`config.mk`:
```
export PLATFORM = sky130hd
export DESIGN_NAME = sha256_bit_sequencer
export DESIGN_NICKNAME = d
export VERILOG_FILES = /design/src/rtl/sha256_bit_sequencer.sv
export SDC_FILE = /design/constraint.sdc
export NUM_CORES = 1
export LEC_CHECK = 0
export CORE_ASPECT_RATIO = 1.5
export CORE_MARGIN = 1
export CORE_UTILIZATION = 43
export CTS_CLUSTER_SIZE = 14
export DETAILED_ROUTE_END_ITERATION = 12
export GPL_TIMING_DRIVEN = 0
export PLACE_DENSITY_LB_ADDON = 0.15
export SETUP_SLACK_MARGIN = 0.5
export SKIP_CTS_REPAIR_TIMING = 1
export SYNTH_ARGS = -nofsm -noshare
export SYNTH_HDL_FRONTEND = slang
export SYNTH_SLANG_ARGS = --single-unit
```
`constraint.sdc`:
```
create_clock -name clk -period 4.1 [get_ports clk]
set_clock_uncertainty 0.05 [all_clocks]
set_input_delay 0.41 -clock clk [delete_from_list [all_inputs] [get_ports clk]]
set_output_delay 0.41 -clock clk [all_outputs]
set_load 0.05 [all_outputs]
```
`src/rtl/sha256_bit_sequencer.sv`:
```
// Timing master for the bit-serial SHA-256 core: bit clock, bit index, round index and
// block handshake. Optional pause input is enabled by defining SHA256_SEQ_PAUSE_EN.
module sha256_bit_sequencer #(
    parameter int W_WORD      = 32,
    parameter int N_ROUNDS    = 64,
    parameter int HALF_PERIOD = 2
) (
    input  logic                         clk,
    input  logic                         rst,
    input  logic                         start,
    input  logic                         abort,
`ifdef SHA256_SEQ_PAUSE_EN
    input  logic                         pause,
`endif
    output logic                         ready,
    output logic                         busy,
    output logic                         bclk,
    output logic [$clog2(W_WORD)-1:0]    counter,
    output logic [$clog2(N_ROUNDS)-1:0]  round,
    output logic                         word_first,
    output logic                         word_last,
    output logic                         sched_load,
    output logic                         flushing,
    output logic                         done
);

    localparam int CW = $clog2(W_WORD);
    localparam int RW = $clog2(N_ROUNDS);
    localparam logic [CW-1:0] CNT_MAX   = CW'(W_WORD - 1);
    localparam logic [RW-1:0] RND_MAX   = RW'(N_ROUNDS - 1);
    localparam logic [RW-1:0] RND_SCHED = RW'(16);
    localparam logic [7:0]    PH_MAX    = 8'(HALF_PERIOD - 1);

    typedef enum logic [1:0] {
        S_IDLE  = 2'd0,
        S_RUN   = 2'd1,
        S_FLUSH = 2'd2,
        S_DONE  = 2'd3
    } state_t;

    state_t         state_r;
    state_t         state_s;
    logic [7:0]     phase_r;
    logic [7:0]     phase_s;
    logic           bclk_r;
    logic           bclk_s;
    logic [CW-1:0]  counter_r;
    logic [CW-1:0]  counter_s;
    logic [RW-1:0]  round_r;
    logic [RW-1:0]  round_s;
    logic           ready_r;
    logic           ready_s;
    logic           busy_r;
    logic           busy_s;
    logic           flushing_r;
    logic           flushing_s;
    logic           done_r;
    logic           done_s;

    logic           pause_s;
    logic           active_s;
    logic           word_end_s;

`ifdef SHA256_SEQ_PAUSE_EN
    assign pause_s = pause;
`else
    assign pause_s = 1'b0;
`endif

    assign active_s   = (state_r == S_RUN) || (state_r == S_FLUSH);
    // The last bit of a word ends on the edge where bclk falls with counter at its top value.
    assign word_end_s = active_s && !pause_s && (phase_r == PH_MAX) && bclk_r
                        && (counter_r == CNT_MAX);

    // State and datapath registers with synchronous reset.
    always_ff @(posedge clk) begin
        if (rst) begin
            state_r    <= S_IDLE;
            phase_r    <= 8'd0;
            bclk_r     <= 1'b0;
            counter_r  <= {CW{1'b0}};
            round_r    <= {RW{1'b0}};
            ready_r    <= 1'b1;
            busy_r     <= 1'b0;
            flushing_r <= 1'b0;
            done_r     <= 1'b0;
        end else begin
            state_r    <= state_s;
            phase_r    <= phase_s;
            bclk_r     <= bclk_s;
            counter_r  <= counter_s;
            round_r    <= round_s;
            ready_r    <= ready_s;
            busy_r     <= busy_s;
            flushing_r <= flushing_s;
            done_r     <= done_s;
        end
    end

    // Next-state logic; abort wins over start and over normal progress.
    always_comb begin
        state_s = state_r;
        case (state_r)
            S_IDLE: begin
                if (start && !abort) begin
                    state_s = S_RUN;
                end else begin
                    state_s = S_IDLE;
                end
            end
            S_RUN: begin
                if (abort) begin
                    state_s = S_IDLE;
                end else if (word_end_s && (round_r == RND_MAX)) begin
                    state_s = S_FLUSH;
                end else begin
                    state_s = S_RUN;
                end
            end
            S_FLUSH: begin
                if (abort) begin
                    state_s = S_IDLE;
                end else if (word_end_s) begin
                    state_s = S_DONE;
                end else begin
                    state_s = S_FLUSH;
                end
            end
            S_DONE:  state_s = S_IDLE;
            default: state_s = S_IDLE;
        endcase
    end

    // Phase, bit clock, bit index and round; counter/round move only when bclk falls.
    always_comb begin
        phase_s   = phase_r;
        bclk_s    = bclk_r;
        counter_s = counter_r;
        round_s   = round_r;
        if (!active_s || abort) begin
            phase_s   = 8'd0;
            bclk_s    = 1'b0;
            counter_s = {CW{1'b0}};
            round_s   = {RW{1'b0}};
        end else if (pause_s) begin
            phase_s   = phase_r;
            bclk_s    = bclk_r;
        end else if (phase_r == PH_MAX) begin
            phase_s = 8'd0;
            bclk_s  = ~bclk_r;
            if (bclk_r) begin
                if (counter_r == CNT_MAX) begin
                    counter_s = {CW{1'b0}};
                    // Round saturates at its last value so FLUSH keeps reporting it.
                    if ((state_r == S_RUN) && (round_r != RND_MAX)) begin
                        round_s = round_r + RW'(1);
                    end else begin
                        round_s = round_r;
                    end
                end else begin
                    counter_s = counter_r + CW'(1);
                    round_s   = round_r;
                end
            end else begin
                counter_s = counter_r;
            end
        end else begin
            phase_s = phase_r + 8'd1;
        end
    end

    // Registered status outputs follow the state being entered.
    always_comb begin
        ready_s    = (state_s == S_IDLE);
        busy_s     = (state_s == S_RUN) || (state_s == S_FLUSH);
        flushing_s = (state_s == S_FLUSH);
        done_s     = (state_s == S_DONE);
    end

    assign ready      = ready_r;
    assign busy       = busy_r;
    assign bclk       = bclk_r;
    assign counter    = counter_r;
    assign round      = round_r;
    assign flushing   = flushing_r;
    assign done       = done_r;
    assign word_first = busy_r && (counter_r == {CW{1'b0}});
    assign word_last  = busy_r && (counter_r == CNT_MAX);
    assign sched_load = (state_r == S_RUN) && (round_r < RND_SCHED);

endmodule

```
Fig. 1: M1 wires
The bar under the picture is 10 um long. Supply wires on this layer in gray.
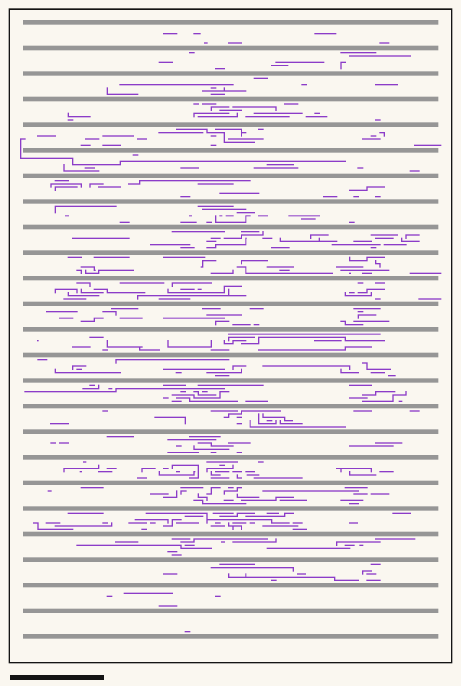
nets with wire on the layer: 162
main direction: horizontal

Fig. 2: signal wires on met2
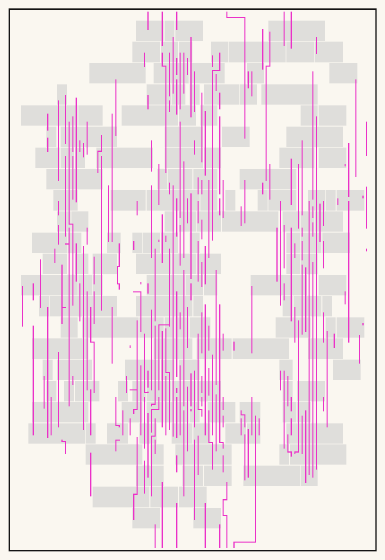
share of all routed wire: 57%
main direction: vertical

Fig. 3: met3 routing
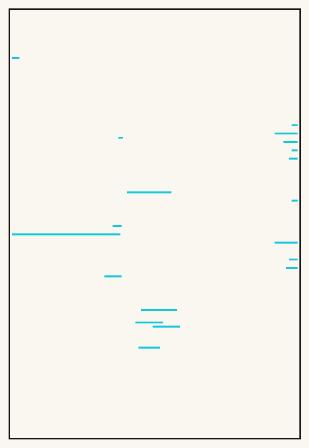
main direction: horizontal
wire length on this layer: 61.0 um

Fig. 4: cell classes on the final placement
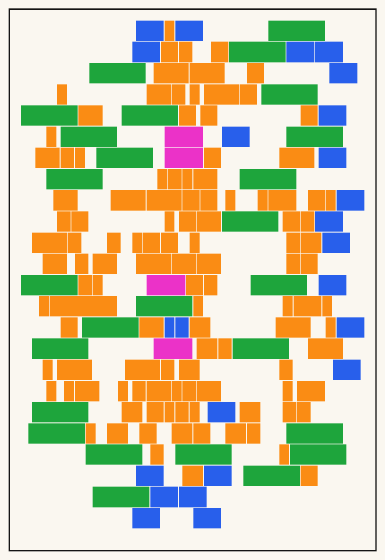
[clock drivers and dummy loads] magenta | cells: 4
[flops] green | cells: 26
[other buffers and delay cells] blue | cells: 24
[combinational and other logic] orange | cells: 115

==> flow_metrics.env <==
# flow metrics
export IMPL_final_util_pct=56.29
export IMPL_biggest_cell_delay_along_the_critical_path_ns=0.79
export IMPL_clkSinkCount=26
export IMPL_htreeDepth=1
export IMPL_chip_area_um2=3249
export IMPL_ys_sh_mux_pct=1.541
export IMPL_post_synth_ao_oa_area_fraction_pct=10.40
export IMPL_worst_slack_ns=1.196
export IMPL_timing_setup_tns_ns=0
export IMPL_leakagePower_nw=0.5859
export IMPL_path_max_fanout=9
export IMPL_met2_usage_pct=32.41
export IMPL_grt_pass1_vias=1059
export IMPL_enable_flop_cells=0
export IMPL_grtUsageMet3_pct=2.604
export IMPL_largest_area_cell="sky130_fd_sc_hd__dfxtp_1"
export IMPL_final_antenna_diode_count=0
export IMPL_power_top_group="registers"
export IMPL_largest_register_ff_count=8
export IMPL_crit_chain="ha_1 -> and3_1 -> ha_1 -> and2_1 -> clkdlybuf4s50_1"
export IMPL_vias_per_cell=5.418
export IMPL_place_worst_setup_slack_ns=1.423
export IMPL_finalClockPeriodUsage_pct=70.82
export IMPL_run_status="completed"
export IMPL_critical_path_n_buffers_inverters=1
export IMPL_lay_top_count="sky130_fd_sc_hd__dfxtp_1"
export IMPL_seq_share_pct=32.07
export IMPL_placed_cells=204
export IMPL_main_kind_of_combinational_logic_by_area="simple AND/OR/NAND/NOR gates"
export IMPL_power_switching_fraction_pct=22.56
